$ cat src/rtl/expr_pkg.sv
// expr_pkg: shared constants, state encoding and helpers for the ASCII
// expression string generator and its character encoder.
package expr_pkg;

  // ASCII codes of the alphabet the downstream recogniser consumes.
  localparam logic [7:0] ASC_0    = 8'd48;
  localparam logic [7:0] ASC_STAR = 8'd42;
  localparam logic [7:0] ASC_PLUS = 8'd43;

  // Largest legal BCD digit.
  localparam logic [3:0] BCD_MAX  = 4'd9;

  typedef enum logic [1:0] {
    IDLE  = 2'd0,
    DIGIT = 2'd1,
    OP    = 2'd2,
    FIN   = 2'd3
  } state_e;

  // True when the nibble is a legal BCD digit.
  function automatic logic is_bcd(input logic [3:0] d);
    return (d <= BCD_MAX);
  endfunction

endpackage

$ cat src/rtl/expr_char_enc.sv
// expr_char_enc: purely combinational mapping of (state, digit, op bit) to
// the ASCII byte offered on the character stream.
//   state_i : FSM state (expr_pkg::state_e encoding)
//   digit_i : BCD operand selected for this position
//   op_i    : operator bit, 0 = '+', 1 = '*'
//   ch_o    : ASCII byte; 0 in any non-emitting state
module expr_char_enc
  import expr_pkg::*;
(
  input  logic [1:0] state_i,
  input  logic [3:0] digit_i,
  input  logic       op_i,
  output logic [7:0] ch_o
);

  // Select the character for the current state; silent states output 0.
  always_comb begin
    ch_o = 8'd0;
    case (state_e'(state_i))
      DIGIT:   ch_o = ASC_0 + {4'd0, digit_i};
      OP:      ch_o = op_i ? ASC_STAR : ASC_PLUS;
      default: ch_o = 8'd0;
    endcase
  end

endmodule

$ cat src/rtl/expr_string_gen.sv
// expr_string_gen: loads a list of BCD operands and +/* operators and emits
// the ASCII expression (digit, op, digit, ..., digit) one byte per
// valid/ready handshake.
//   clk, clr_n        : clock, asynchronous active-low reset
//   start             : load request, honoured only in IDLE
//   n_opnd            : operand count (1..MAX_OPND)
//   digits, ops       : operands (operand 0 first) and operators
//   ch, ch_valid      : offered byte and its qualifier
//   ch_ready          : sink acceptance
//   busy, done, err   : in flight / end-of-stream pulse / reject pulse
// All outputs come straight from flops; the next byte is computed from the
// next state so there is no added per-byte latency.
module expr_string_gen
  import expr_pkg::*;
#(
  parameter int MAX_OPND = 8
) (
  input  logic                    clk,
  input  logic                    clr_n,
  input  logic                    start,
  input  logic [3:0]              n_opnd,
  input  logic [4*MAX_OPND-1:0]   digits,
  input  logic [MAX_OPND-2:0]     ops,
  output logic [7:0]              ch,
  output logic                    ch_valid,
  input  logic                    ch_ready,
  output logic                    busy,
  output logic                    done,
  output logic                    err
);

  localparam int IDX_W = $clog2(MAX_OPND);
  localparam logic [IDX_W-1:0] IDX_ONE = {{(IDX_W-1){1'b0}}, 1'b1};

  state_e                  state_q, state_d;
  logic [IDX_W-1:0]        idx_q, idx_d;
  logic [4*MAX_OPND-1:0]   digits_q, digits_d;
  logic [MAX_OPND-2:0]     ops_q, ops_d;
  logic [3:0]              n_q, n_d;
  logic [7:0]              ch_q, ch_d;
  logic                    ch_valid_q, ch_valid_d;
  logic                    busy_q, busy_d;
  logic                    done_q, done_d;
  logic                    err_q, err_d;

  logic                    xfer_s;
  logic                    load_bad_s;
  logic [4*MAX_OPND-1:0]   dshift_s;
  logic [MAX_OPND-2:0]     oshift_s;
  logic [3:0]              sel_digit_s;
  logic                    sel_op_s;

  assign xfer_s = ch_valid_q & ch_ready;

  // Load validation: count in range and every used operand a legal digit.
  always_comb begin
    load_bad_s = (n_opnd == 4'd0) || (n_opnd > 4'(MAX_OPND));
    for (int i = 0; i < MAX_OPND; i++) begin
      load_bad_s = load_bad_s |
                   ((4'(i) < n_opnd) & ~is_bcd(digits[4*i +: 4]));
    end
  end

  // Next state, index, operand latches and pulse outputs.
  always_comb begin
    state_d  = state_q;
    idx_d    = idx_q;
    digits_d = digits_q;
    ops_d    = ops_q;
    n_d      = n_q;
    done_d   = 1'b0;
    err_d    = 1'b0;
    case (state_q)
      IDLE: begin
        if (start && load_bad_s) begin
          err_d = 1'b1;
        end else if (start) begin
          digits_d = digits;
          ops_d    = ops;
          n_d      = n_opnd;
          idx_d    = '0;
          state_d  = DIGIT;
        end else begin
          state_d = IDLE;
        end
      end
      DIGIT: begin
        if (xfer_s && (4'(idx_q) == (n_q - 4'd1))) begin
          state_d = FIN;
          done_d  = 1'b1;
        end else if (xfer_s) begin
          state_d = OP;
        end else begin
          state_d = DIGIT;
        end
      end
      OP: begin
        if (xfer_s) begin
          idx_d   = idx_q + IDX_ONE;
          state_d = DIGIT;
        end else begin
          state_d = OP;
        end
      end
      FIN: begin
        state_d = IDLE;
      end
      default: begin
        state_d = IDLE;
      end
    endcase
  end

  // Operand/operator for the next state, taken from the post-edge latches
  // so a freshly accepted load offers its first digit right away.
  always_comb begin
    dshift_s    = digits_d >> {idx_d, 2'b00};
    sel_digit_s = dshift_s[3:0];
    oshift_s    = ops_d >> idx_d;
    sel_op_s    = oshift_s[0];
    ch_valid_d  = (state_d == DIGIT) || (state_d == OP);
    busy_d      = (state_d != IDLE);
  end

  expr_char_enc u_enc (
    .state_i (state_d),
    .digit_i (sel_digit_s),
    .op_i    (sel_op_s),
    .ch_o    (ch_d)
  );

  // State and output registers; reset clears everything immediately.
  always_ff @(posedge clk or negedge clr_n) begin
    if (!clr_n) begin
      state_q    <= IDLE;
      idx_q      <= '0;
      digits_q   <= '0;
      ops_q      <= '0;
      n_q        <= 4'd0;
      ch_q       <= 8'd0;
      ch_valid_q <= 1'b0;
      busy_q     <= 1'b0;
      done_q     <= 1'b0;
      err_q      <= 1'b0;
    end else begin
      state_q    <= state_d;
      idx_q      <= idx_d;
      digits_q   <= digits_d;
      ops_q      <= ops_d;
      n_q        <= n_d;
      ch_q       <= ch_d;
      ch_valid_q <= ch_valid_d;
      busy_q     <= busy_d;
      done_q     <= done_d;
      err_q      <= err_d;
    end
  end

  assign ch       = ch_q;
  assign ch_valid = ch_valid_q;
  assign busy     = busy_q;
  assign done     = done_q;
  assign err      = err_q;

endmodule

$ cat config.mk
export PLATFORM = sky130hd
export DESIGN_NAME = expr_string_gen
export DESIGN_NICKNAME = d
export VERILOG_FILES = /design/src/rtl/expr_pkg.sv /design/src/rtl/expr_char_enc.sv /design/src/rtl/expr_string_gen.sv
export SDC_FILE = /design/constraint.sdc
export NUM_CORES = 1
export LEC_CHECK = 0
export ABC_AREA = 1
export CORE_UTILIZATION = 57
export CTS_CLUSTER_SIZE = 12
export DETAILED_ROUTE_END_ITERATION = 10
export GPL_ROUTABILITY_DRIVEN = 0
export HOLD_SLACK_MARGIN = 0.02
export PLACE_DENSITY = 0.86
export REMOVE_ABC_BUFFERS = 1
export SKIP_LAST_GASP = 1
export SYNTH_ARGS = -nofsm -noshare
export SYNTH_HDL_FRONTEND = slang
export SYNTH_SLANG_ARGS = --single-unit
$ cat constraint.sdc
create_clock -name clk -period 5.8 [get_ports clk]
set_clock_uncertainty 0.05 [all_clocks]
set_input_delay 1.16 -clock clk [delete_from_list [all_inputs] [get_ports clk]]
set_output_delay 1.16 -clock clk [all_outputs]
set_load 0.03 [all_outputs]
Fig. 1: floorplan with the power grid
Drawn at 6 px/um. Pins as bars on the die edge.
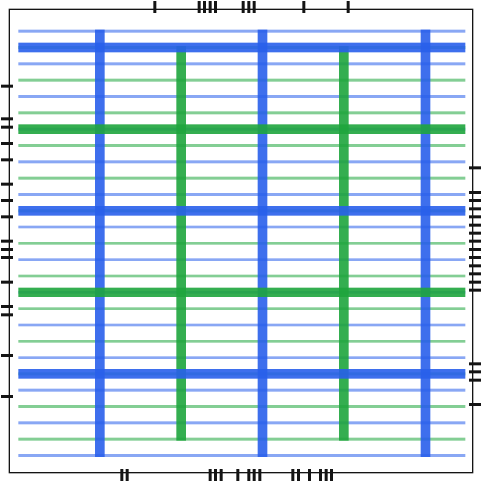
colour	net
green	VDD
blue	VSS
met4 straps	5
met1 rails	27
signal pins	59
met5 straps	5
rows	26

Fig. 2: signal metal coverage by tile
Drawn at 4 px/um. 15 x 15 tiles, from dark purple (low) to yellow (high), scaled to the fullest tile. Values are wire area over tile area, all layers added.
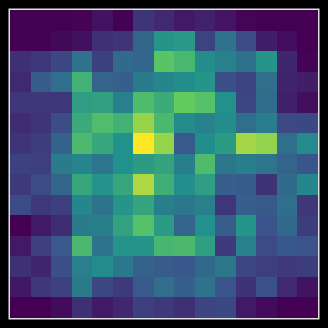
densest ninth of the die	centre
tiles over half the peak	21%
nearly empty tiles	8.0%
fullest tile	0.64

Fig. 3: drive-strength map
Drawn at 4 px/um.
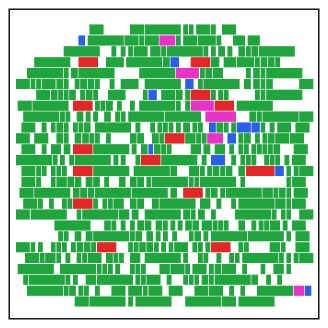
colour	size	cells	share
blue	x2	12	2.5%
red	x6 and larger	14	2.9%
green	x1 and smaller	457	93%
magenta	x3 and x4	6	1.2%

==> run notes <==
run metrics: Yosys cell types=32, Die ar.=around 5900 um2, Pwr Total=approximately 0.0019 W, YS warnings=0, hold crit path type=flop to flop, Gates resized, CTS repair=0, minimum clock period after layout=about 3.8 ns, Synth top cells by count=101 x inv_1, 91 x nand2_1, 57 x dfrtp_1, # Cells Yosys=430, critical path type=input pin to flop, final setup violation count=0, Core Area=between 5000 and 6000 um2, die width=~77 um, TritonCTS clock tree=yes, number of remaining DRC errors=0, initial antenna violation count=0, setup TNS=0 ns, Dominant cell area share=between 40 and 50%, Yosys Chip Area=approximately 3200 um2, ys flops=between 50 and 60, Post-CTS Repair Setup Buffers=0, CP arrival=a little under 4 ns, via count=about 2800, drt first pass iters=6, Synth top cell by count=inv_1, Leak Pwr=2.20 nW, Num CTS Buffers=9, CTS Root Cell=clkbuf_8, Diodes inserted=0, fp_density=around 61%, clock slew at reported path FFs=around 0.060 ns, Die Ht=77.0 um, Post-Synthesis Cells=roughly 430, CP Capture Type=flop, vias in the first global route=2724, final net count=around 540, CP max FO=roughly 53, H-tree levels=3, post-route ant nets=0, mean area per synthesized cell=7.45 um2, IO Count=around 59, reg-to-reg setup timing slack=roughly 3 ns, # clock sinks=roughly 57, Slew Limit Fails=0, hpwl dp=5210 um, DR WL/cell=approximately 13 um, prevailing post-synth register cell=dfrtp_1, Port Buf Inserts=56, fmax=263 MHz, crit path DRT=a little under 6 ns, largest net degree at the start of global routing=approximately 58, maximum clock insertion buffer count=2, EDFF count, synth=0, mean number of vias per cell=slightly above 5, Iter 0 DRT Violations=roughly 200, routed wire length=around 7400 um, total grt overflow=0, area leader, netlist=dfrtp_1, RSZ-0062 raised after global routing=false, maximum vdd ir drop=0.000279 V, biggest area cells=dfrtp_1 45%, inv_1 12%, nand2_1 11%, nand3_1 7.8%, nor2_1 4.2%, GR Util All Layers=~28%, Hold Path Sink=n_q[3]$_DFFE_PN0P_, min-delay src=n_q[3]$_DFFE_PN0P_, period utilization=65.6%, first-pass GRT wire length=12700 um, max_cap viols=0, Reg2Reg Depth=11, Startpoint Class=input pin, Late-Pin Clk Latency=around 0.34 ns, Worst-Margin Slew=around 0.7 ns, Tool Warnings=27, FFs w/ async S/R, synth=100%, layout cells sized above 1=around 6.5%, R2R Path End=ch[1]$_DFF_PN0_, register share after synthesis=44.5%, status=finished clean, P&R area growth vs syn=23.7%, Hold Violations, Final=0, cell area after synthesis=roughly 3200 um2, Reg2Reg Launch Point=state_q[0]$_DFF_PN0_, hold_buf cts=0, row count=26, worst rel slew slack=52.4%, P per Cell Area=between 400 and 500 nW/um2, depth of the worst hold-timing path=2
Fig. 4: cell placement
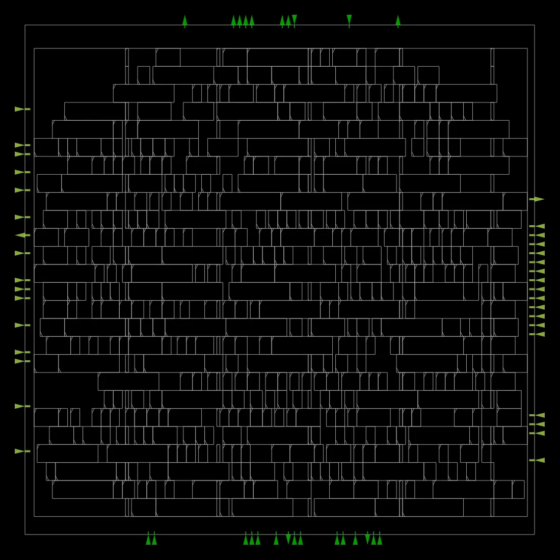
Seq/total area: 36.0%
final core occ: 75.2%
flop count: 57
# Taps: 70
fillers: 407

Fig. 5: close-up of the layout
Window x 13 to 63, y 27 to 77 um. Cells in grey, sequential cells in the stronger grey; small squares are vias.
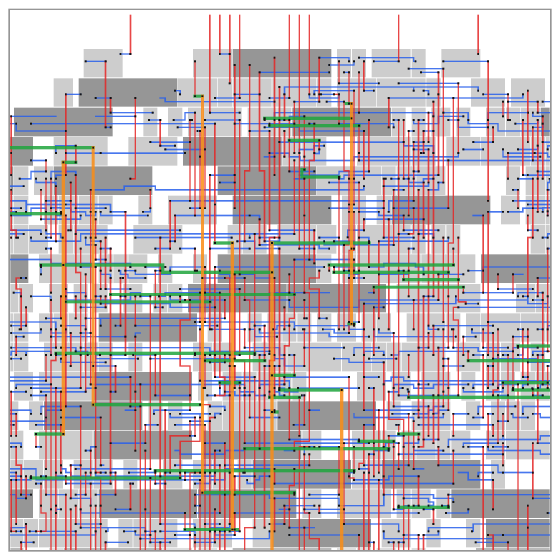
colour	layer
red	M2
orange	M4
blue	M1
green	M3
most frequent	nand2_1 (51), inv_1 (40), nand3_1 (30)
cells with their middle in the window	232
netlist names of flops here include	digits_q (9), ch (5), idx_q (3)
sequential cells in the window	26

## flip-flops by register name (all words and copies together) (netlist names)
signal	flops
done	1
n_q	4
err	1
ch_valid	1
state_q	2
ops_q	7
busy	1
idx_q	3
ch	5
digits_q	32
## cells by family after synthesis
group / share of synthesized area (%)
flops: 44.5
buf+inv: 15.3
other cells: 0.117
fa+ha+maj: 1.95
xor+xnor: 0.820
compound gates: 11.6
simple gates: 25.7
## worst max-delay path by stage
| stage | start | end |
|---|---|---|
| after global routing | n_opnd[2] | ch[1]$_DFF_PN0_ |
| after detailed placement | n_opnd[2] | ch[1]$_DFF_PN0_ |
| final | n_opnd[2] | ch[1]$_DFF_PN0_ |
| after floorplan | n_opnd[1] | ch[0]$_DFF_PN0_ |
| after CTS | n_opnd[2] | ch[1]$_DFF_PN0_ |
| after global placement | n_opnd[2] | ch[0]$_DFF_PN0_ |
## cells in the final DEF, fill, tap and decap left out
cell,n
inv_1,101
nand2_1,91
dfrtp_1,57
clkdlybuf4s50_1,55
nand3_1,50
nor2_1,36
o21a_1,15
clkbuf_8,13
a21oi_1,11
o21ai_1,11
o21ai_0,10
ha_1,5
nand2_2,3
xnor2_1,3
o211ai_1,3
nor2_2,2
nand3_2,2
nor3_1,2
conb_1,2
clkinv_2,2
nor2_4,1
nor3b_1,1
o22ai_1,1
nand2_4,1
or2_2,1
o21bai_1,1
o21ai_4,1
inv_2,1
o211ai_4,1
a21oi_4,1
a21boi_0,1
clkbuf_1,1
buf_2,1
buf_12,1
buf_4,1
## critical path: stages
cell and delay (ns):
clkdlybuf4s50_1 0.54, inv_1 0.10, nor2_2 0.11, nand2_1 0.07
a21oi_1 0.12, nand2_1 0.08, nand2_2 0.08, nand3_2 0.51
buf_12 0.42, nand2_1 0.09, inv_1 0.04, nor2_1 0.16
nand3_1 0.12, nand3_1 0.12, nand3_1 0.09, nand3_1 0.08
a21oi_1 0.06
## power breakdown
part | switching [W] | internal (W)
sequential | 0.0000811 | 0.000583
combinational | 0.000543 | 0.000339
clock | 0.000154 | 0.000200
## layer usage
layer  wire (um)  vias up  share of wire, %  GRT usage, %
li1            -     1415                 -             -
met1        3230     1289                43          37.5
met2        3520      121                47          44.2
met3         491       19               6.6          5.60
met4         186        0               2.5          11.9
met5           0        -                 0             0
## through the flow
stage | instance area (um2) | instances | hold slack [ns] | setup WS [ns]
after global routing | 3960 | 559 | 0.472 | 1.67
after CTS | 3960 | 559 | 0.443 | 2.04
final | 3960 | 559 | 0.448 | 2.00
after detailed placement | 3770 | 543 | 0.429 | 1.72
after global placement | 3770 | 543 | 0.415 | 1.83
after floorplan | 3100 | 415 | 0.386 | 2.20
## final cells by class
type | instances | area [um2]
Clock buffer | 14 | 183
Clock inverter | 2 | 10.0
Fill cell | 407 | 1310
Inverter | 102 | 383
Multi-Input combinational cell | 256 | 1290
Sequential cell | 57 | 1430
Tap cell | 70 | 87.6
Timing Repair Buffer | 58 | 583
No activity file was given, so power comes from the tool's default toggle rates.
